--- config.mk ---
export PLATFORM = sky130hd
export DESIGN_NAME = mdio_responder
export DESIGN_NICKNAME = d
export VERILOG_FILES = /design/src/rtl/mdio_responder.sv
export SDC_FILE = /design/constraint.sdc
export NUM_CORES = 1
export LEC_CHECK = 0
export ABC_AREA = 1
export CAP_MARGIN = 20
export CORE_MARGIN = 5
export CORE_UTILIZATION = 37
export DETAILED_ROUTE_END_ITERATION = 12
export SYNTH_ARGS = -nofsm -noshare
export SYNTH_HDL_FRONTEND = slang
export SYNTH_SLANG_ARGS = --single-unit
--- constraint.sdc ---
create_clock -name clk_mac -period 4.1 [get_ports clk_mac]
set_input_delay 0.82 -clock clk_mac [delete_from_list [all_inputs] [get_ports clk_mac]]
set_output_delay 0.82 -clock clk_mac [all_outputs]
set_load 0.005 [all_outputs]
--- src/rtl/mdio_responder.sv ---
// Clause-22 MDIO responder (PHY side). MDC/MDIO are oversampled in the clk_mac
// domain; frames addressed to PHY_ADDR are turned into single-cycle register
// read/write strobes, and read data is shifted back out on the MDIO pad.
module mdio_responder #(
    parameter logic [4:0]  PHY_ADDR      = 5'd1,
    parameter int unsigned PREAMBLE_BITS = 32,
    parameter int unsigned SYNC_STAGES   = 2
) (
    input  logic        clk_mac,
    input  logic        rst,
    input  logic        mdc,
    input  logic        mdio_i,
    output logic        mdio_o,
    output logic        mdio_oe,
    output logic [4:0]  reg_addr,
    output logic        reg_re,
    input  logic [15:0] reg_rdata,
    output logic        reg_we,
    output logic [15:0] reg_wdata,
    output logic        frame_err
);

    typedef enum logic [2:0] {
        StPre, StSt, StOp, StPhyad, StRegad, StTa, StRdata, StWdata
    } state_e;

    localparam logic [5:0] PreFull = 6'(PREAMBLE_BITS);

    logic [SYNC_STAGES-1:0] mdc_sync_q;
    logic [SYNC_STAGES-1:0] mdio_sync_q;
    logic                   mdc_prev_q;
    logic                   mdc_rise;
    logic                   bit_in;

    state_e      state_q, state_d;
    logic [4:0]  bit_cnt_q, bit_cnt_d;
    logic [5:0]  pre_cnt_q, pre_cnt_d;
    logic        op_hi_q, op_hi_d;
    logic        is_read_q, is_read_d;
    logic        ta_ok_q, ta_ok_d;
    logic [15:0] shift_q, shift_d;
    logic        mdio_o_q, mdio_o_d;
    logic        mdio_oe_q, mdio_oe_d;
    logic [4:0]  reg_addr_q, reg_addr_d;
    logic [15:0] reg_wdata_q, reg_wdata_d;
    logic        reg_re_q, reg_re_d;
    logic        reg_we_q, reg_we_d;
    logic        frame_err_q, frame_err_d;
    logic        rd_cap_q;

    // MDC and MDIO travel through identical synchronizer chains so that the
    // data bit seen on the detected rising edge is the one the master set up.
    always_ff @(posedge clk_mac or posedge rst) begin
        if (rst) begin
            mdc_sync_q  <= '0;
            mdio_sync_q <= '0;
            mdc_prev_q  <= 1'b0;
        end else begin
            mdc_sync_q  <= {mdc_sync_q[SYNC_STAGES-2:0], mdc};
            mdio_sync_q <= {mdio_sync_q[SYNC_STAGES-2:0], mdio_i};
            mdc_prev_q  <= mdc_sync_q[SYNC_STAGES-1];
        end
    end

    assign mdc_rise = mdc_sync_q[SYNC_STAGES-1] & ~mdc_prev_q;
    assign bit_in   = mdio_sync_q[SYNC_STAGES-1];

    // Frame state and all registered outputs.
    always_ff @(posedge clk_mac or posedge rst) begin
        if (rst) begin
            state_q     <= StPre;
            bit_cnt_q   <= '0;
            pre_cnt_q   <= '0;
            op_hi_q     <= 1'b0;
            is_read_q   <= 1'b0;
            ta_ok_q     <= 1'b0;
            shift_q     <= '0;
            mdio_o_q    <= 1'b0;
            mdio_oe_q   <= 1'b0;
            reg_addr_q  <= '0;
            reg_wdata_q <= '0;
            reg_re_q    <= 1'b0;
            reg_we_q    <= 1'b0;
            frame_err_q <= 1'b0;
            rd_cap_q    <= 1'b0;
        end else begin
            state_q     <= state_d;
            bit_cnt_q   <= bit_cnt_d;
            pre_cnt_q   <= pre_cnt_d;
            op_hi_q     <= op_hi_d;
            is_read_q   <= is_read_d;
            ta_ok_q     <= ta_ok_d;
            shift_q     <= shift_d;
            mdio_o_q    <= mdio_o_d;
            mdio_oe_q   <= mdio_oe_d;
            reg_addr_q  <= reg_addr_d;
            reg_wdata_q <= reg_wdata_d;
            reg_re_q    <= reg_re_d;
            reg_we_q    <= reg_we_d;
            frame_err_q <= frame_err_d;
            rd_cap_q    <= reg_re_q;
        end
    end

    // Next-state decode; everything except the read-data capture advances only
    // on a synchronized MDC rising edge.
    always_comb begin
        state_d     = state_q;
        bit_cnt_d   = bit_cnt_q;
        pre_cnt_d   = pre_cnt_q;
        op_hi_d     = op_hi_q;
        is_read_d   = is_read_q;
        ta_ok_d     = ta_ok_q;
        shift_d     = shift_q;
        mdio_o_d    = mdio_o_q;
        mdio_oe_d   = mdio_oe_q;
        reg_addr_d  = reg_addr_q;
        reg_wdata_d = reg_wdata_q;
        reg_re_d    = 1'b0;
        reg_we_d    = 1'b0;
        frame_err_d = 1'b0;

        // Register file answers one cycle after reg_re; edges are far apart
        // enough that this never collides with an MDC edge update.
        if (rd_cap_q) begin
            shift_d = reg_rdata;
        end

        if (mdc_rise) begin
            unique case (state_q)
                StPre: begin
                    if (bit_in) begin
                        if (pre_cnt_q != PreFull) pre_cnt_d = pre_cnt_q + 6'd1;
                    end else if (pre_cnt_q == PreFull) begin
                        state_d   = StSt;
                        pre_cnt_d = '0;
                    end else begin
                        pre_cnt_d = '0;
                    end
                end
                StSt: begin
                    bit_cnt_d = '0;
                    if (bit_in) begin
                        state_d = StOp;
                    end else begin
                        frame_err_d = 1'b1;
                        state_d     = StPre;
                    end
                end
                StOp: begin
                    if (bit_cnt_q == 5'd0) begin
                        op_hi_d   = bit_in;
                        bit_cnt_d = 5'd1;
                    end else if (op_hi_q != bit_in) begin
                        is_read_d = op_hi_q;
                        bit_cnt_d = '0;
                        state_d   = StPhyad;
                    end else begin
                        frame_err_d = 1'b1;
                        state_d     = StPre;
                    end
                end
                StPhyad: begin
                    shift_d = {shift_q[14:0], bit_in};
                    if (bit_cnt_q == 5'd4) begin
                        bit_cnt_d = '0;
                        // Other PHYs' frames are dropped without any side effect.
                        state_d = ({shift_q[3:0], bit_in} == PHY_ADDR) ? StRegad : StPre;
                    end else begin
                        bit_cnt_d = bit_cnt_q + 5'd1;
                    end
                end
                StRegad: begin
                    shift_d = {shift_q[14:0], bit_in};
                    if (bit_cnt_q == 5'd4) begin
                        reg_addr_d = {shift_q[3:0], bit_in};
                        reg_re_d   = is_read_q;
                        bit_cnt_d  = '0;
                        state_d    = StTa;
                    end else begin
                        bit_cnt_d = bit_cnt_q + 5'd1;
                    end
                end
                StTa: begin
                    if (bit_cnt_q == 5'd0) begin
                        ta_ok_d   = bit_in;
                        bit_cnt_d = 5'd1;
                    end else begin
                        bit_cnt_d = '0;
                        if (is_read_q) begin
                            // Second turnaround bit: take the bus and drive 0.
                            mdio_oe_d = 1'b1;
                            mdio_o_d  = 1'b0;
                            state_d   = StRdata;
                        end else if (ta_ok_q && !bit_in) begin
                            state_d = StWdata;
                        end else begin
                            frame_err_d = 1'b1;
                            state_d     = StPre;
                        end
                    end
                end
                StRdata: begin
                    if (bit_cnt_q == 5'd16) begin
                        mdio_oe_d = 1'b0;
                        mdio_o_d  = 1'b0;
                        bit_cnt_d = '0;
                        state_d   = StPre;
                    end else begin
                        mdio_o_d  = shift_q[15];
                        shift_d   = {shift_q[14:0], 1'b0};
                        bit_cnt_d = bit_cnt_q + 5'd1;
                    end
                end
                StWdata: begin
                    shift_d = {shift_q[14:0], bit_in};
                    if (bit_cnt_q == 5'd15) begin
                        reg_wdata_d = {shift_q[14:0], bit_in};
                        reg_we_d    = 1'b1;
                        bit_cnt_d   = '0;
                        state_d     = StPre;
                    end else begin
                        bit_cnt_d = bit_cnt_q + 5'd1;
                    end
                end
                default: state_d = StPre;
            endcase
        end
    end

    assign mdio_o    = mdio_o_q;
    assign mdio_oe   = mdio_oe_q;
    assign reg_addr  = reg_addr_q;
    assign reg_wdata = reg_wdata_q;
    assign reg_re    = reg_re_q;
    assign reg_we    = reg_we_q;
    assign frame_err = frame_err_q;

endmodule
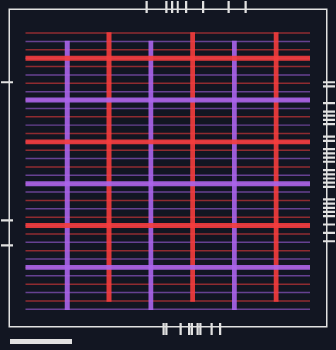
**Above:** run 1 (floorplan with the power grid).
Bar = 20 microns. Pins as bars on the die edge.
colour	net
purple	VSS
red	VDD
signal pins	46
met5 straps	6
met1 rails	34
worst supply voltage drop on vdd: 0.173 mV
width of the die: 103 microns
Core Region: 8300 sq um
Chip Height: 103 microns

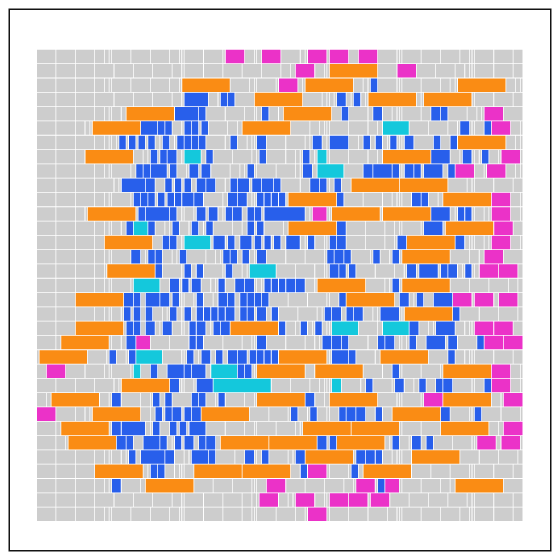
**Above:** run 1 (cell classes on the final placement).
Fill, decap, tap and diode cells in grey.
colour	class	cells	share of their area
cyan	clock drivers and dummy loads	15	4.9%
blue	remaining logic cells	316	40%
magenta	remaining buffers and delay cells	48	13%
orange	sequential cells	65	43%

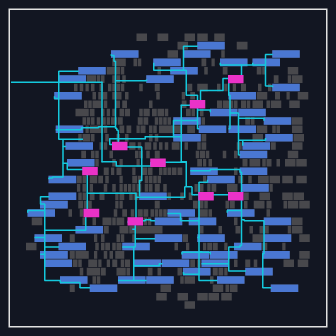
**Above:** run 1 (clock distribution).
[cyan] clock wires | length: 885 microns
[magenta] clock-net drivers | count: 9
[blue] flip-flops | count: 65
routed clock nets	10
flops lie	widely spread
clock share of power: 42.5%
clock skew: 0.00802 ns
Power Clock: 522 uW

==> impl_metrics.csv, run 1 <==
group,metric,value,unit
status,status,"complete, no violations",
yosys,synth-edff-count,0,
clock_network,clock_sink_count,65,
global_routing,grt_busiest_layer,"met2",
yosys,top_area_share,51.2,%
final_layout,multi_input_combinational_area_share,33.1,%
setup_path,timing.critical_path.from_type,"flop",
floorplan,tapcell.inserted,105,
yosys,top_cells_by_count,"96 x nand2_1, 65 x dfrtp_1, 51 x inv_1",
setup_path,worst-endpoint-arrival,2.47,ns
placement,placed_cells_incl_taps,534,
yosys,register_area_share_after_synthesis,51.2,%
setup_path,crit_path_top_delay_cell,"nand2_1",
global_routing,met2_usage,23.6,%
sta,timing.final.setup_violations,0,
worst_hold_path,type_of_the_most_critical_hold_path,"flop to flop",
setup_path,crit_path_frequent_cell,"nand2_1",
final_layout,area_share_clock_buf_inv,4.70,%
final_layout,num-multi-input-gates,262,
sta,final.setup.worst_slack,1.88,ns
power,internal-power,949,uW
final_layout,register_area,1630,sq um
setup_path,startpoint_of_the_most_critical_register_to_register_path,"bit_cnt_q[0]",
global_routing,met3_usage,3.72,%
floorplan,io-pin-count,46,
global_routing,grt_pass1_wl,12.5,mm
sta,rsz_0062_raised_after_global_routing,"false",
drt,routedLengthMet1,3.12,mm
**Run 1: clock wiring as the flow saved it**

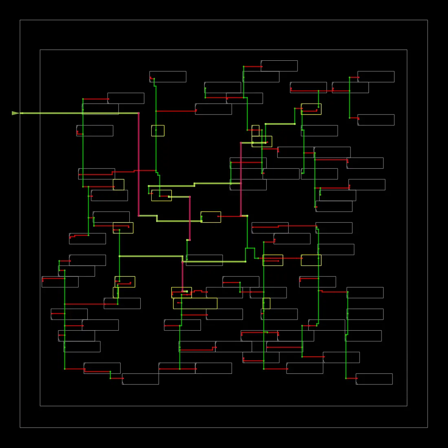

==> run 2: changes to the inputs <==
clock period = 2.26 ns   (was 4.1 ns; I/O delays follow)
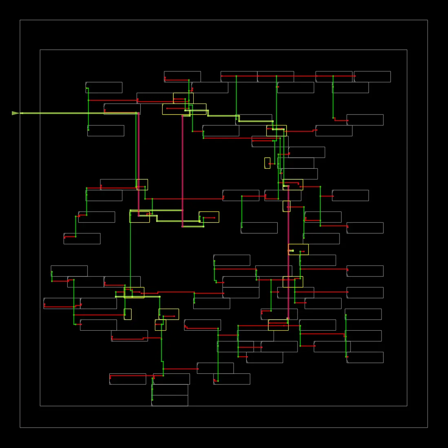
**Above:** run 2 (clock wiring as the flow saved it).
Num CTS Buffers: 9
number of clock buffers in the layout: 11
clock skew: 0.00634 ns

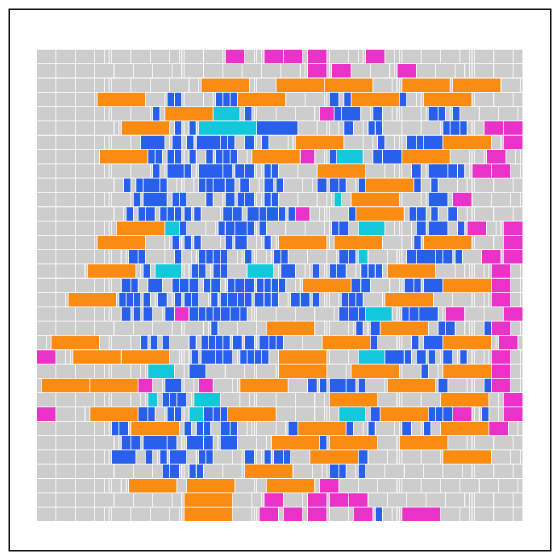
**Above:** run 2 (cell classes on the final placement).
Fill, decap, tap and diode cells in grey.
colour	class	cells	share of their area
blue	remaining logic cells	316	39%
orange	sequential cells	65	42%
magenta	remaining buffers and delay cells	52	13%
cyan	clock drivers and dummy loads	16	5.1%
final core utilization: 47.8%
standard-cell row count: 33
cell area after layout: 3970 sq um

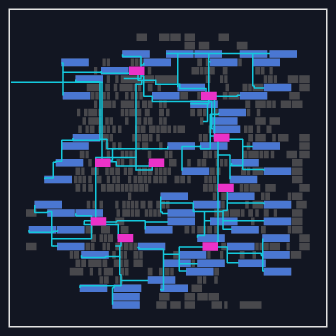
**Above:** run 2 (clock distribution).
[magenta] clock-net drivers | count: 9
[cyan] clock wires | length: 960 microns
[blue] flip-flops | count: 65
routed clock nets	10

==> impl_metrics.csv, run 2 <==
group,metric,value,unit
status,status,"complete, no violations",
yosys,top_area_share,51.2,%
sta,timing.final.setup_violations,0,
placement,placed_cells_incl_taps,538,
clock_network,clock_sink_count,65,
final_layout,area_share_clock_buf_inv,4.95,%
global_routing,grt_busiest_layer,"met2",
floorplan,tapcell.inserted,105,
floorplan,io-pin-count,46,
drt,routedLengthMet1,3.19,mm
floorplan,die.size.x,103,microns
worst_hold_path,type_of_the_most_critical_hold_path,"flop to flop",
sta,final.setup.worst_slack,0.349,ns
global_routing,met3_usage,2.98,%
power,clockNetworkPower,1.00,mW
power,max-vdd-ir-drop,0.261,mV
final_layout,register_area,1630,sq um
setup_path,worst-endpoint-arrival,2.18,ns
sta,rsz_0062_raised_after_global_routing,"false",
final_layout,num-multi-input-gates,262,
**Run 2: floorplan with the power grid**

Bar = 20 microns. Pins as bars on the die edge.
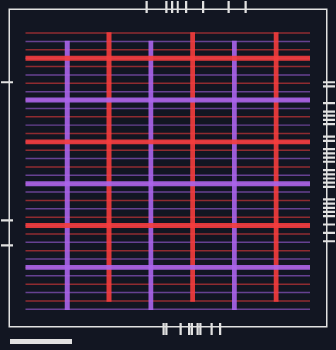

==> run 3: changes to the inputs <==
clock period = 1.6 ns   (was 2.26 ns; I/O delays follow)
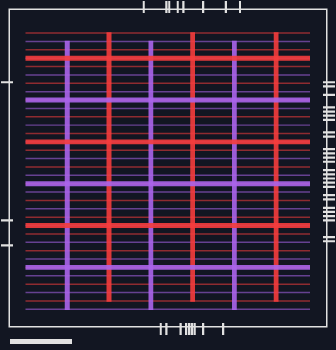
**Above:** run 3 (floorplan with the power grid).
Bar = 20 microns. Pins as bars on the die edge.
colour	net
purple	VSS
red	VDD
met4 straps	6
met1 rails	34
rows	33
signal pins	46
met5 straps	6
worst supply voltage drop on vdd: 0.423 mV

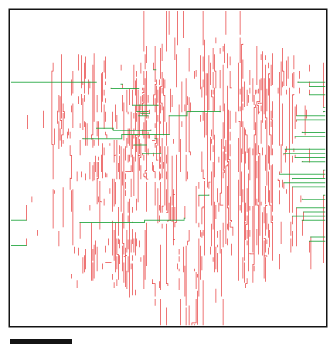
**Above:** run 3 (signal wires by layer).
Bar = 20 microns. Two of the layers only.
colour	layer	wire length
green	M3	378 microns
red	M2	4090 microns
wire length after detailed routing: 8.09 mm
mean routed wirelength per cell: 13.8 microns

==> impl_metrics.csv, run 3 <==
group,metric,value,unit
floorplan,std_cell_rows,33,
final_layout,design_area,4580,sq um
final_layout,area_share_clock_buf_inv,4.64,%
setup_path,startpoint_of_the_most_critical_register_to_register_path,"bit_cnt_q[1]",
setup_path,timing.critical_path.from_type,"flop",
placement,placed_cells_incl_taps,556,
status,status,"complete, but fails checks",
yosys,synth-edff-count,0,
floorplan,core_region,8300,sq um
yosys,register_area_share_after_synthesis,51.2,%
sta,finalClockSkew,0.0105,ns
final_layout,num-clock-buffers,11,
sta,final.setup.worst_slack,-0.0934,ns
setup_path,crit_path_top_delay_cell,"dfrtp_1",
status,failed_checks,"setup timing",
clock_network,cts_inserted_buffers,9,
global_routing,grt_pass1_wl,12.5,mm
sta,rsz_0062_raised_after_global_routing,"true",
global_routing,grt_busiest_layer,"met2",
sta,timing.final.setup_violations,36,
yosys,top_cells_by_count,"96 x nand2_1, 65 x dfrtp_1, 51 x inv_1",
setup_path,worst-endpoint-arrival,1.95,ns
floorplan,die.size.y,103,microns
final_layout,multi_input_combinational_area_share,32.5,%
power,clock_share_of_power,44.9,%
worst_hold_path,type_of_the_most_critical_hold_path,"flop to flop",
global_routing,met3_usage,4.40,%
final_layout,num-multi-input-gates,262,
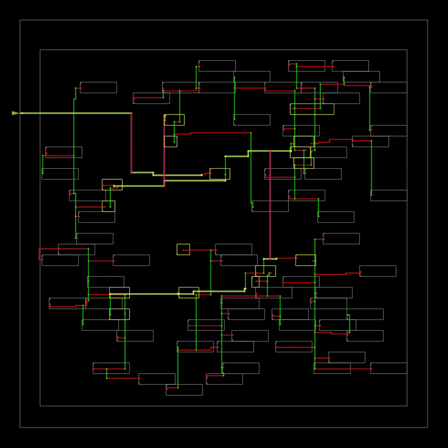
**Above:** run 3 (clock wiring as the flow saved it).
FF+latch count: 65
Power Clock: 1.49 mW
clk ins delay skew pair: 0.34 ns
clk sinks: 65

No activity file was given, so power comes from the tool's default toggle rates.
